## src/rtl/conv_layer_address_gen_if.sv

```systemverilog
// conv_layer_address_gen_if: controller/memory-side bundle; start,stall into the sequencer; st, w_addr/w_valid, in_addr/in_valid/last_tap, out_row/out_col, done out of it
interface conv_layer_address_gen_if #(
  parameter int W_AW  = 8,
  parameter int IN_AW = 10
);
  logic             start;
  logic             stall;
  logic [3:0]       st;
  logic [W_AW-1:0]  w_addr;
  logic             w_valid;
  logic [IN_AW-1:0] in_addr;
  logic             in_valid;
  logic             last_tap;
  logic [4:0]       out_row;
  logic [4:0]       out_col;
  logic             done;
  modport master (output start, stall, input st, w_addr, w_valid, in_addr, in_valid, last_tap, out_row, out_col, done);
  modport slave  (input start, stall, output st, w_addr, w_valid, in_addr, in_valid, last_tap, out_row, out_col, done);
endinterface

```

## src/rtl/conv_layer_address_gen.sv

```systemverilog
// conv_layer_address_gen: conv-layer weight/input address sequencer; ports clk, rst, bus (slave: start/stall in; st, w_addr/w_valid, in_addr/in_valid/last_tap, out_row/out_col, done out)
module conv_layer_address_gen #(
  parameter int IN_W   = 32,
  parameter int IN_H   = 32,
  parameter int IN_CH  = 1,
  parameter int K      = 5,
  parameter int STRIDE = 1,
  parameter int IN_AW  = 10,
  parameter int W_AW   = 8
) (
  input logic clk,
  input logic rst,
  conv_layer_address_gen_if.slave bus
);
  localparam int W_WORDS = K*K*IN_CH+1;
  localparam int OUT_W = (IN_W-K)/STRIDE+1;
  localparam int OUT_H = (IN_H-K)/STRIDE+1;
  localparam logic [3:0] IDLE = 4'b0001, LOAD_W = 4'b0010, CALC = 4'b0100, DONE = 4'b1000;
  localparam logic [W_AW-1:0] W_LAST = W_AW'(W_WORDS-1);
  localparam logic [7:0] KM1 = 8'(K-1), CHM1 = 8'(IN_CH-1);
  localparam logic [4:0] OWM1 = 5'(OUT_W-1), OHM1 = 5'(OUT_H-1);
  localparam logic [IN_AW-1:0] ROW_STEP = IN_AW'(IN_W-K+1);
  localparam logic [IN_AW-1:0] CH_STEP = IN_AW'(IN_H*IN_W-(K-1)*IN_W-K+1);
  localparam logic [IN_AW-1:0] PIX_STEP = IN_AW'(STRIDE);
  localparam logic [IN_AW-1:0] ROW_PIX = IN_AW'(STRIDE*IN_W);
  logic [3:0] st_q, st_d;
  logic [W_AW-1:0] w_addr_q, w_addr_d;
  logic w_valid_q, w_valid_d, in_valid_q, in_valid_d, last_q, last_d, done_q, done_d;
  logic [IN_AW-1:0] in_addr_q, in_addr_d, off_q, off_d, row_q, row_d, pix_q, pix_d;
  logic [7:0] kx_q, kx_d, ky_q, ky_d, c_q, c_d;
  logic [4:0] ox_q, ox_d, oy_q, oy_d;
  logic kx_end, ky_end, c_end, ox_end, oy_end, tap_end, pix_end, all_end, step;
  assign kx_end  = kx_q == KM1;
  assign ky_end  = ky_q == KM1;
  assign c_end   = c_q == CHM1;
  assign ox_end  = ox_q == OWM1;
  assign oy_end  = oy_q == OHM1;
  assign tap_end = kx_end && ky_end && c_end;
  assign pix_end = tap_end && ox_end;
  assign all_end = pix_end && oy_end;
  assign step    = st_q == CALC && st_d == CALC && !bus.stall;
  always_ff @(posedge clk)
    st_q <= rst ? IDLE : st_d;
  always_comb
    st_d = (st_q == IDLE && bus.start) ? LOAD_W :
           (st_q == LOAD_W && !bus.stall && w_addr_q == W_LAST) ? CALC :
           (st_q == CALC && !bus.stall && all_end) ? DONE :
           (st_q == DONE) ? IDLE : st_q;
  // off tracks the tap offset within the current window; pix/row track the window origin,
  // so every address is one add of two incrementally maintained terms.
  always_comb begin
    w_valid_d  = st_d == LOAD_W;
    w_addr_d   = (st_q == LOAD_W && st_d == LOAD_W && !bus.stall) ? w_addr_q + 1'b1 :
                 (st_d == LOAD_W) ? w_addr_q : '0;
    in_valid_d = st_d == CALC;
    done_d     = st_d == DONE;
    kx_d  = st_d == CALC ? kx_q : '0;
    ky_d  = st_d == CALC ? ky_q : '0;
    c_d   = st_d == CALC ? c_q : '0;
    ox_d  = st_d == CALC ? ox_q : '0;
    oy_d  = st_d == CALC ? oy_q : '0;
    off_d = st_d == CALC ? off_q : '0;
    row_d = st_d == CALC ? row_q : '0;
    pix_d = st_d == CALC ? pix_q : '0;
    if (step) begin
      kx_d  = kx_end ? 8'd0 : kx_q + 8'd1;
      ky_d  = kx_end ? (ky_end ? 8'd0 : ky_q + 8'd1) : ky_q;
      c_d   = (kx_end && ky_end) ? (c_end ? 8'd0 : c_q + 8'd1) : c_q;
      off_d = tap_end ? '0 : (kx_end && ky_end) ? off_q + CH_STEP : kx_end ? off_q + ROW_STEP : off_q + 1'b1;
      ox_d  = tap_end ? (ox_end ? 5'd0 : ox_q + 5'd1) : ox_q;
      oy_d  = pix_end ? oy_q + 5'd1 : oy_q;
      row_d = pix_end ? row_q + ROW_PIX : row_q;
      pix_d = pix_end ? row_d : tap_end ? pix_q + PIX_STEP : pix_q;
    end
    in_addr_d = pix_d + off_d;
    last_d    = st_d == CALC && kx_d == KM1 && ky_d == KM1 && c_d == CHM1;
  end
  always_ff @(posedge clk) begin
    if (rst) begin
      w_addr_q   <= '0;
      w_valid_q  <= 1'b0;
      in_addr_q  <= '0;
      in_valid_q <= 1'b0;
      last_q     <= 1'b0;
      done_q     <= 1'b0;
      kx_q       <= '0;
      ky_q       <= '0;
      c_q        <= '0;
      ox_q       <= '0;
      oy_q       <= '0;
      off_q      <= '0;
      row_q      <= '0;
      pix_q      <= '0;
    end else begin
      w_addr_q   <= w_addr_d;
      w_valid_q  <= w_valid_d;
      in_addr_q  <= in_addr_d;
      in_valid_q <= in_valid_d;
      last_q     <= last_d;
      done_q     <= done_d;
      kx_q       <= kx_d;
      ky_q       <= ky_d;
      c_q        <= c_d;
      ox_q       <= ox_d;
      oy_q       <= oy_d;
      off_q      <= off_d;
      row_q      <= row_d;
      pix_q      <= pix_d;
    end
  end
  assign bus.st       = st_q;
  assign bus.w_addr   = w_addr_q;
  assign bus.w_valid  = w_valid_q;
  assign bus.in_addr  = in_addr_q;
  assign bus.in_valid = in_valid_q;
  assign bus.last_tap = last_q;
  assign bus.out_row  = oy_q;
  assign bus.out_col  = ox_q;
  assign bus.done     = done_q;
endmodule

```

## src/flat_wrapper.sv

```systemverilog
// flat-port wrapper written by rule: the top's interface ports become plain ports
module conv_layer_address_gen_flat 
#(
  parameter int IN_W   = 32,
  parameter int IN_H   = 32,
  parameter int IN_CH  = 1,
  parameter int K      = 5,
  parameter int STRIDE = 1,
  parameter int IN_AW  = 10,
  parameter int W_AW   = 8
)
  (clk, rst, bus_start, bus_stall, bus_st, bus_w_addr, bus_w_valid, bus_in_addr, bus_in_valid, bus_last_tap, bus_out_row, bus_out_col, bus_done);
  conv_layer_address_gen_if #(.W_AW(W_AW), .IN_AW(IN_AW)) bus_i ();
  input logic clk;
  input logic rst;
  input wire logic [$bits(bus_i.start)-1:0] bus_start;
  input wire logic [$bits(bus_i.stall)-1:0] bus_stall;
  output wire logic [$bits(bus_i.st)-1:0] bus_st;
  output wire logic [$bits(bus_i.w_addr)-1:0] bus_w_addr;
  output wire logic [$bits(bus_i.w_valid)-1:0] bus_w_valid;
  output wire logic [$bits(bus_i.in_addr)-1:0] bus_in_addr;
  output wire logic [$bits(bus_i.in_valid)-1:0] bus_in_valid;
  output wire logic [$bits(bus_i.last_tap)-1:0] bus_last_tap;
  output wire logic [$bits(bus_i.out_row)-1:0] bus_out_row;
  output wire logic [$bits(bus_i.out_col)-1:0] bus_out_col;
  output wire logic [$bits(bus_i.done)-1:0] bus_done;
  assign bus_i.start = bus_start;
  assign bus_i.stall = bus_stall;
  assign bus_st = bus_i.st;
  assign bus_w_addr = bus_i.w_addr;
  assign bus_w_valid = bus_i.w_valid;
  assign bus_in_addr = bus_i.in_addr;
  assign bus_in_valid = bus_i.in_valid;
  assign bus_last_tap = bus_i.last_tap;
  assign bus_out_row = bus_i.out_row;
  assign bus_out_col = bus_i.out_col;
  assign bus_done = bus_i.done;
  conv_layer_address_gen #(.IN_W(IN_W), .IN_H(IN_H), .IN_CH(IN_CH), .K(K), .STRIDE(STRIDE), .IN_AW(IN_AW), .W_AW(W_AW)) u_core (.clk(clk), .rst(rst), .bus(bus_i));
endmodule
```

## config.mk

```make
export PLATFORM = sky130hd
export DESIGN_NAME = conv_layer_address_gen_flat
export DESIGN_NICKNAME = d
export VERILOG_FILES = /design/src/rtl/conv_layer_address_gen_if.sv /design/src/rtl/conv_layer_address_gen.sv /design/src/flat_wrapper.sv
export SDC_FILE = /design/constraint.sdc
export NUM_CORES = 1
export LEC_CHECK = 0
export ABC_AREA = 1
export ABC_CLOCK_PERIOD_IN_PS = 4400
export CORE_AREA = 3 3 111 113
export DETAILED_ROUTE_END_ITERATION = 16
export DIE_AREA = 0 0 114 116
export PLACE_DENSITY_LB_ADDON = 0.15
export SLEW_MARGIN = 20
export SYNTH_ARGS = -nofsm -noshare
export SYNTH_HDL_FRONTEND = slang
export SYNTH_SLANG_ARGS = --single-unit
export TNS_END_PERCENT = 1
```

## constraint.sdc

```tcl
create_clock -name clk -period 4.4 [get_ports clk]
set_input_delay 0.66 -clock clk [delete_from_list [all_inputs] [get_ports clk]]
set_output_delay 0.66 -clock clk [all_outputs]
set_load 0.1 [all_outputs]
```

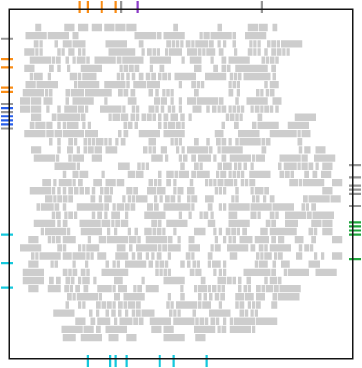
**Above:** pin map.
Drawn at 3 px/um. Pins as bars across the die edge, other pins in grey.
Key: `bus_in_addr` = cyan [pins 10, direction output, edge 7 bottom, 3 left]; `bus_w_addr` = orange [pins 8, direction output, edge 4 top, 4 left]; `bus_st` = blue [pins 4, direction output, edge left]; `bus_out_col` = green [pins 5, direction output, edge right]; `bus_done` = purple [pins 1, direction output, edge top]
DIE HEIGHT: 116 um
die width: 114 um

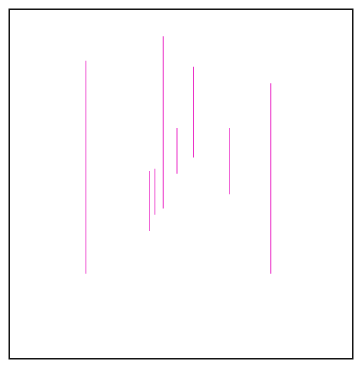
**Above:** met4 routing.
Drawn at 3 px/um.
The layer carries 292 um of wire. The longest straight run is 70.7 um. The layer holds 2.3% of the routed length. The wires run mostly vertical.
Post-Route WL: 12.9 mm
vias: 5,148

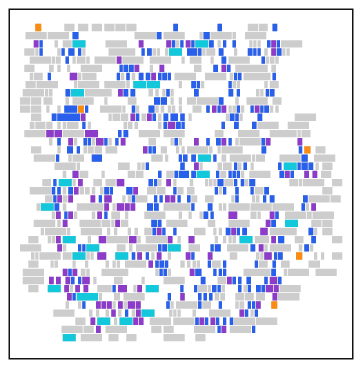
**Above:** selected gate families.
Drawn at 3 px/um.
Key: aoi and oai cells = purple [cells 114, most used a21oi_1]; fa/ha/maj cells = cyan [cells 25, most used ha_1]; and/or cells = orange [cells 5, most used or2_2, where widely spread]; nand cells = blue [cells 251, most used nand2_1]

## state kept, by name, summed over array words and instances (netlist names), 8 cells and up
name / count
u_core.bus.in_addr: 10
u_core.c_q: 8
u_core.kx_q: 8
u_core.pix_q: 10
u_core.bus.w_addr: 8
u_core.off_q: 10
u_core.ky_q: 8
## power by group through the flow
| stage | clock (mW) | combinational [mW] | sequential (mW) |
|---|---|---|---|
| floorplan | 0 | 0.0240 | 0.812 |
| global placement | 0 | 0.0573 | 0.793 |
| detailed placement | 0 | 0.0580 | 0.793 |
| CTS | 0.806 | 0.0579 | 0.775 |
| global route | 0.829 | 0.0617 | 0.775 |
| finish | 0.788 | 0.0576 | 0.775 |
==> flow_summary.yaml <==
# synthesis and place-and-route metrics
outcome:
  status: "finished clean"
die:
  io_pins: 40
  tapCellCount: 143
  rows: 39
worst_hold_path:
  hold_class: "reg -> reg"
  holdPathEnd: "u_core.row_q[9]$_SDFFE_PP0P_"
critical_path:
  regToRegEndpoint: "u_core.bus.in_addr[9]$_SDFF_PP0_"
  crit_required_ns: 4.64
  slowest_stage: "ha_1"
  r2r-start: "u_core.ky_q[0]$_SDFF_PP0_"
  worst_r2r_path_depth: 32
  r2r_slack_ns: 0.42
finish:
  syn2layout_area_growth_pct: 16.5
  fill_cells: 1137
  fin_cells: 976
  combGateArea_mm2: 0.00307
  largestClassByArea: "multi-input combinational cells"
  comb_area_share_pct: 49.7
timing:
  max_freq_mhz: 251
  slew_headroom_pct: 34.8
  holdWs_ns: 0.501
  hold_violations: 0
yosys:
  ys_sh_mux_pct: 0.402
  ff_type: "dfxtp_1"
  topCombFamilyByArea: "simple AND/OR/NAND/NOR gates"
  top_cells_by_count: "nand2_1, inv_1, nor2_1"
  compound_area_share_pct: 12.4
  edf_count: 0
  synth_chip_area_mm2: 0.00529
  yosys_cells: 785
grt:
  grt_start_max_net_pins: 39
  grt-ovfl-total: 0
pwr:
  total_power_mw: 1.62
  power.internal_mw: 1.27
cts:
  cts_tree: "yes"
  cts-root-buf: "clkbuf_16"
detailed_routing:
  first_pass_iters: 5
  drt-vias-per-instance: 5.27
  ant_nets: 0
  dr_wl_met2_mm: 5.71
placement:
  hpwl_mm: 9.47
  pre_cts_slack_ns: 0.114
  place_congestion: 0.878
Power is estimated from default activity; no workload was simulated.
